## config.mk

```make
export PLATFORM = sky130hd
export DESIGN_NAME = sparse_block_encoder
export DESIGN_NICKNAME = d
export VERILOG_FILES = /design/src/rtl/sparse_block_encoder.sv
export SDC_FILE = /design/constraint.sdc
export NUM_CORES = 1
export LEC_CHECK = 0
export CORE_MARGIN = 2
export CORE_UTILIZATION = 51
export DETAILED_ROUTE_END_ITERATION = 8
export MAX_ROUTING_LAYER = met4
export PLACE_DENSITY = 0.7
export SYNTH_ARGS = -nofsm -noshare
export SYNTH_HDL_FRONTEND = slang
export SYNTH_SLANG_ARGS = --single-unit
```

## constraint.sdc

```tcl
create_clock -name clock -period 3 [get_ports clock]
set_clock_uncertainty 0.15 [all_clocks]
set_input_delay 0.3 -clock clock [delete_from_list [all_inputs] [get_ports clock]]
set_output_delay 0.3 -clock clock [all_outputs]
set_load 0.01 [all_outputs]
```

## src/rtl/sparse_block_encoder.sv

```systemverilog
// Dense-to-sparse block compressor: collects BLOCK_SIZE values into an MSB-first
// occupancy mask plus packed nonzeros, then emits a header word followed by the payload.
module sparse_block_encoder #(
  parameter int BLOCK_SIZE = 8,
  parameter int DATA_WIDTH = 8,
  parameter int CNT_WIDTH  = 4
) (
  input  logic                  clock,
  input  logic                  resetn,
  input  logic                  ivalid,
  output logic                  oready,
  input  logic [DATA_WIDTH-1:0] idata,
  output logic                  ovalid,
  input  logic                  iready,
  output logic [DATA_WIDTH-1:0] odata,
  output logic                  otype,
  output logic [CNT_WIDTH-1:0]  ocount,
  output logic                  olast
);

  localparam int IDX_W = $clog2(BLOCK_SIZE);
  localparam logic [IDX_W-1:0] IDX_MAX = IDX_W'(BLOCK_SIZE - 1);

  typedef enum logic [1:0] {
    COLLECT = 2'd0,
    HEADER  = 2'd1,
    PAYLOAD = 2'd2
  } state_t;

  state_t                  state_r;
  logic [IDX_W-1:0]        in_cnt_r;
  logic [IDX_W-1:0]        rd_ptr_r;
  logic [CNT_WIDTH-1:0]    nz_cnt_r;
  logic [BLOCK_SIZE-1:0]   mask_r;
  logic [DATA_WIDTH-1:0]   buf_r [BLOCK_SIZE];

  logic                    in_xfer_s;
  logic                    out_xfer_s;
  logic                    nonzero_s;
  logic [IDX_W-1:0]        bit_sel_s;
  logic [BLOCK_SIZE-1:0]   mask_next_s;
  logic [CNT_WIDTH-1:0]    nz_next_s;
  logic [IDX_W-1:0]        rd_next_s;
  logic                    last_next_s;
  logic                    first_last_s;

  // Handshakes and the next-value terms for mask, counters and read pointer.
  always_comb begin
    in_xfer_s    = ivalid && oready;
    out_xfer_s   = ovalid && iready;
    nonzero_s    = (idata != '0);
    bit_sel_s    = IDX_MAX - in_cnt_r;
    mask_next_s  = mask_r;
    if (nonzero_s) begin
      mask_next_s[bit_sel_s] = 1'b1;
    end else begin
      mask_next_s = mask_r;
    end
    nz_next_s    = nz_cnt_r + CNT_WIDTH'(nonzero_s);
    rd_next_s    = rd_ptr_r + IDX_W'(1);
    last_next_s  = (CNT_WIDTH'(rd_next_s) == (nz_cnt_r - CNT_WIDTH'(1)));
    first_last_s = (nz_cnt_r == CNT_WIDTH'(1));
  end

  // Collect / header / payload sequencer; all outputs are registered here.
  always_ff @(posedge clock or negedge resetn) begin
    if (!resetn) begin
      state_r  <= COLLECT;
      in_cnt_r <= '0;
      rd_ptr_r <= '0;
      nz_cnt_r <= '0;
      mask_r   <= '0;
      for (int i = 0; i < BLOCK_SIZE; i++) begin
        buf_r[i] <= '0;
      end
      oready   <= 1'b0;
      ovalid   <= 1'b0;
      odata    <= '0;
      otype    <= 1'b0;
      ocount   <= '0;
      olast    <= 1'b0;
    end else begin
      case (state_r)
        COLLECT: begin
          oready <= 1'b1;
          if (in_xfer_s) begin
            in_cnt_r <= in_cnt_r + IDX_W'(1);
            mask_r   <= mask_next_s;
            nz_cnt_r <= nz_next_s;
            if (nonzero_s) begin
              buf_r[nz_cnt_r[IDX_W-1:0]] <= idata;
            end
            // Final value of the block: the header already carries its mask bit.
            if (in_cnt_r == IDX_MAX) begin
              state_r <= HEADER;
              oready  <= 1'b0;
              ovalid  <= 1'b1;
              odata   <= DATA_WIDTH'(mask_next_s);
              otype   <= 1'b0;
              ocount  <= nz_next_s;
              olast   <= (nz_next_s == '0);
            end
          end
        end
        HEADER: begin
          if (out_xfer_s) begin
            if (nz_cnt_r == '0) begin
              state_r <= COLLECT;
              mask_r  <= '0;
              oready  <= 1'b1;
              ovalid  <= 1'b0;
              odata   <= '0;
              otype   <= 1'b0;
              ocount  <= '0;
              olast   <= 1'b0;
            end else begin
              state_r  <= PAYLOAD;
              rd_ptr_r <= '0;
              odata    <= buf_r[0];
              otype    <= 1'b1;
              olast    <= first_last_s;
            end
          end
        end
        PAYLOAD: begin
          if (out_xfer_s) begin
            if (olast) begin
              state_r  <= COLLECT;
              nz_cnt_r <= '0;
              mask_r   <= '0;
              rd_ptr_r <= '0;
              oready   <= 1'b1;
              ovalid   <= 1'b0;
              odata    <= '0;
              otype    <= 1'b0;
              ocount   <= '0;
              olast    <= 1'b0;
            end else begin
              rd_ptr_r <= rd_next_s;
              odata    <= buf_r[rd_next_s];
              olast    <= last_next_s;
            end
          end
        end
        default: begin
          state_r  <= COLLECT;
          in_cnt_r <= '0;
          nz_cnt_r <= '0;
          mask_r   <= '0;
          oready   <= 1'b1;
          ovalid   <= 1'b0;
          odata    <= '0;
          otype    <= 1'b0;
          ocount   <= '0;
          olast    <= 1'b0;
        end
      endcase
    end
  end

endmodule

```

flops_by_reg.png
Scale bar: 20 microns. Other sequential cells in the stronger grey, the rest of the logic in the fainter grey.
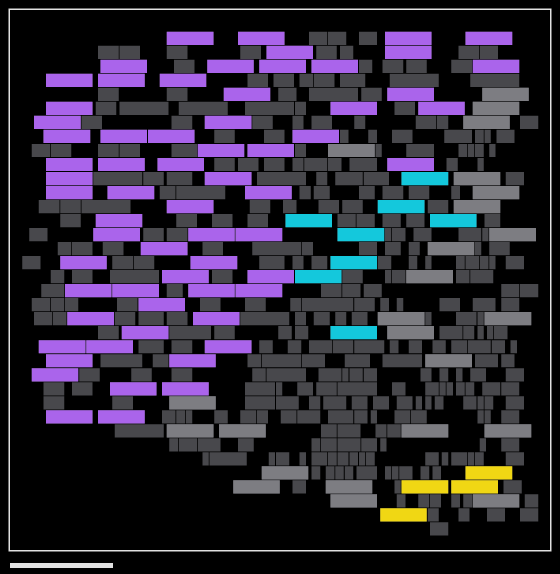
Key: cyan = mask_r [flops 8]; purple = buf_r [flops 64]; yellow = ocount [flops 4, where bottom right]
Seq. pwr: 2.36 mW
Reg area: 0.002502 sq mm
Seq area share: 42.39%
final core utilization: 60.12%

placement_by_type.png
Fill, decap, tap and diode cells in grey.
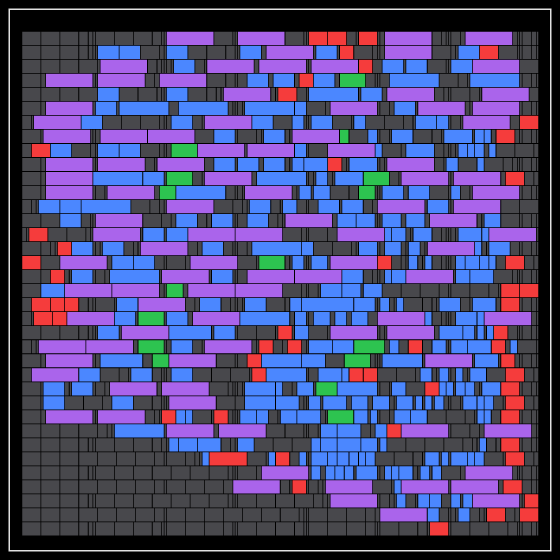
Key: purple = sequential cells [cells 100, share of their area 44%]; blue = combinational and other logic [cells 261, share of their area 44%]; red = remaining buffers and delay cells [cells 56, share of their area 8.7%]; green = clock drivers and dummy loads [cells 16, share of their area 3.3%]
Rows: 36
core area: 0.009819 sq mm
Final Cell Area: 0.005903 sq mm

wires.png
Scale bar: 20 microns. Only two layers are drawn.
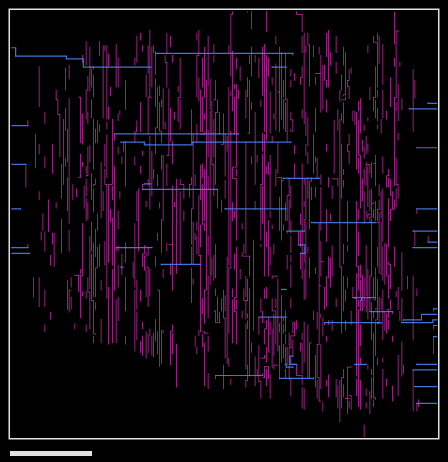
Key: blue = metal 3 [wire length 390 microns]; magenta = metal 2 [wire length 4690 microns]
Wirelength per Cell: 18.73 microns
Tot GR Track Use: 21.13%
final WL: 10.60 mm
via count: 3306

==> reports/results.ini <==
[outcome]
status=finished, final reports clean

[global_routing]
grt_pass1_vias=3320
grt_max_degree=57
antenna_found_initial=0
grt_pass1_wl_mm=17.73
overflow=0

[job]
max_cap_violations=0
log.warning_count=30

[placement]
dpl.cell_count=549
hpwlAfterDp_mm=7.600
io_buffers=27
gp_congestion=0.8562

[synthesis]
ys_area_sq_mm=0.005180
netlist_area_sq_mm=0.005180
yosysWarnings=0
topCellsByArea=dfrtp_1 48%, mux2_2 16%, mux4_1 7.1%
synth-async-reset-ratio_pct=100.0
yosysTopAreaCell=dfrtp_1
top_cells_by_count=100 x dfrtp_1, 75 x mux2_2, 22 x nand2_1
synthCells=378
top_cell=dfrtp_1
yosys.area.top_type_share_pct=48.31
yosysUniqueCellTypes=56
avgSynthCellArea_sq_um=13.70
ys_seq_elements=100

[setup_path]
crit_family=multiplexers
crit_path_max_incr_delay_ns=0.64
cp_num_buf_inv=2
cpMaxStageDelayCell=mux4_1
worstRegToRegCells=6
cp_cell_sequence=buf_4, mux4_1, and3_2, a2111oi_0, buf_4, o21ai_0
timing.rr.start=rd_ptr_r[0]

[cts]
clockBufferDepth=2
htree_num_levels=3
cts_tree=built
cts_resized=0
cts.clk_slew.worst_paths_ns=0.10
cts-root-buf=clkbuf_8
clk_latency_ns=0.37

[routing]
drc=0
drt_iter0_drc=167
detail-route-antenna-nets=0
via_per_inst=5.841

[power]
leakage_nw=2.605
p_per_area_mw_per_mm2=1009

[timing]
setup_violations=0
tightest_slew_ns=0.8287
period_needed_ns=2.489
rsz0062_at_grt=false
tns_ns=0
max_freq_ghz=0.4017
slew_violations=0

[min_path]
holdCritStartpoint=odata[6]
hold_path_end=odata[6]
hp-class=reg2reg
holdPathStages=2

[die]
die_h_microns=104.8
dieArea_sq_mm=0.01098

[layout]
syn_to_final_growth_pct=13.96

[report_power, final]
part	total, mW	leakage [nW]	switching [mW]	internal, mW
combinational	2.76	1.27	1.29	1.48
clock	0.836	0.0989	0.514	0.322
sequential	2.36	1.23	0.388	1.97
total	5.96	2.61	2.19	3.77
[cell type report]
class,instances,area (sq um)
clock buffers,9,123.9
clock inverters,7,67.56
fillers,836,3916
inverters,8,30.03
multi-input cells,253,2512
flip-flops and latches,100,2502
well taps,133,166.4
repair buffers,56,500.5
[metal layers]
metal	global-route usage [%]	part of all wire, %
met1	31.89	51
met2	29.92	44
met3	2.870	3.7
met4	6.190	1.1
met5	-	0
[sequential cells by signal, summed over array words and instances (netlist names)]
name and count:
buf_r 64, mask_r 8, odata 8, nz_cnt_r 4, ocount 4, in_cnt_r 3, rd_ptr_r 3, state_r 2
olast 1, oready 1, otype 1, ovalid 1
[per-stage QoR]
step / setup WS [ns] / power (mW) / area, sq um
floorplan: 0.6181 / 4.347 / 5180
global placement: 0.2353 / 5.054 / 5702
detailed placement: 0.1682 / 5.156 / 5702
CTS: 0.4931 / 5.990 / 5903
global route: 0.2522 / 6.362 / 5903
finish: 0.5105 / 5.957 / 5903
[placed cells by master (no fill, tap or decap), types with 4 or more instances in the layout]
master           instances
mux4_1                  14
ha_1                    11
nand3_1                  6
a32o_1                   8
clkbuf_8                 9
inv_1                    7
o21ai_1                  6
nor2b_1                 10
a2111oi_2                4
nand2_1                 22
a21oi_1                  5
nor2_1                  10
dfrtp_1                100
clkdlybuf4s50_1         26
xnor2_1                  5
mux2_2                  75
buf_4                   28
o21ai_0                 13
and3_1                  10
[how the worst max path moves through the flow]
stage          cells after the start   endpoint  slack, ns
3_3_place_gp                       8   odata[4]       0.24
4_1_cts                            7   odata[3]       0.49
2_1_floorplan                      9  mask_r[0]       0.62
3_5_place_dp                       8   odata[3]       0.17
6_report                           6   odata[4]       0.51
5_1_grt                            7   odata[3]       0.25
[cell families after synthesis]
group	after synthesis	share of synthesized area [%]
adder cells (fa/ha/maj)	11	2.657
AND-OR/OR-AND	57	8.841
flip-flops	100	48.31
XOR/XNOR	8	1.353
multiplexers	93	24.69
buffers and inverters	25	3.188
AND/OR/NAND/NOR	84	10.97
[timing repair]
action	4_1_cts	5_1_grt
setup buffers	0	0
endpoints found under the hold margin	55	0
hold buffers	1	0
[worst min-delay path: stages (launching register included)]
cell and delay [ns]:
dfrtp_1 0.35, nand2_1 0.05, o21ai_1 0.06
Power figures rest on the tool's default switching activity, not on a simulated workload.
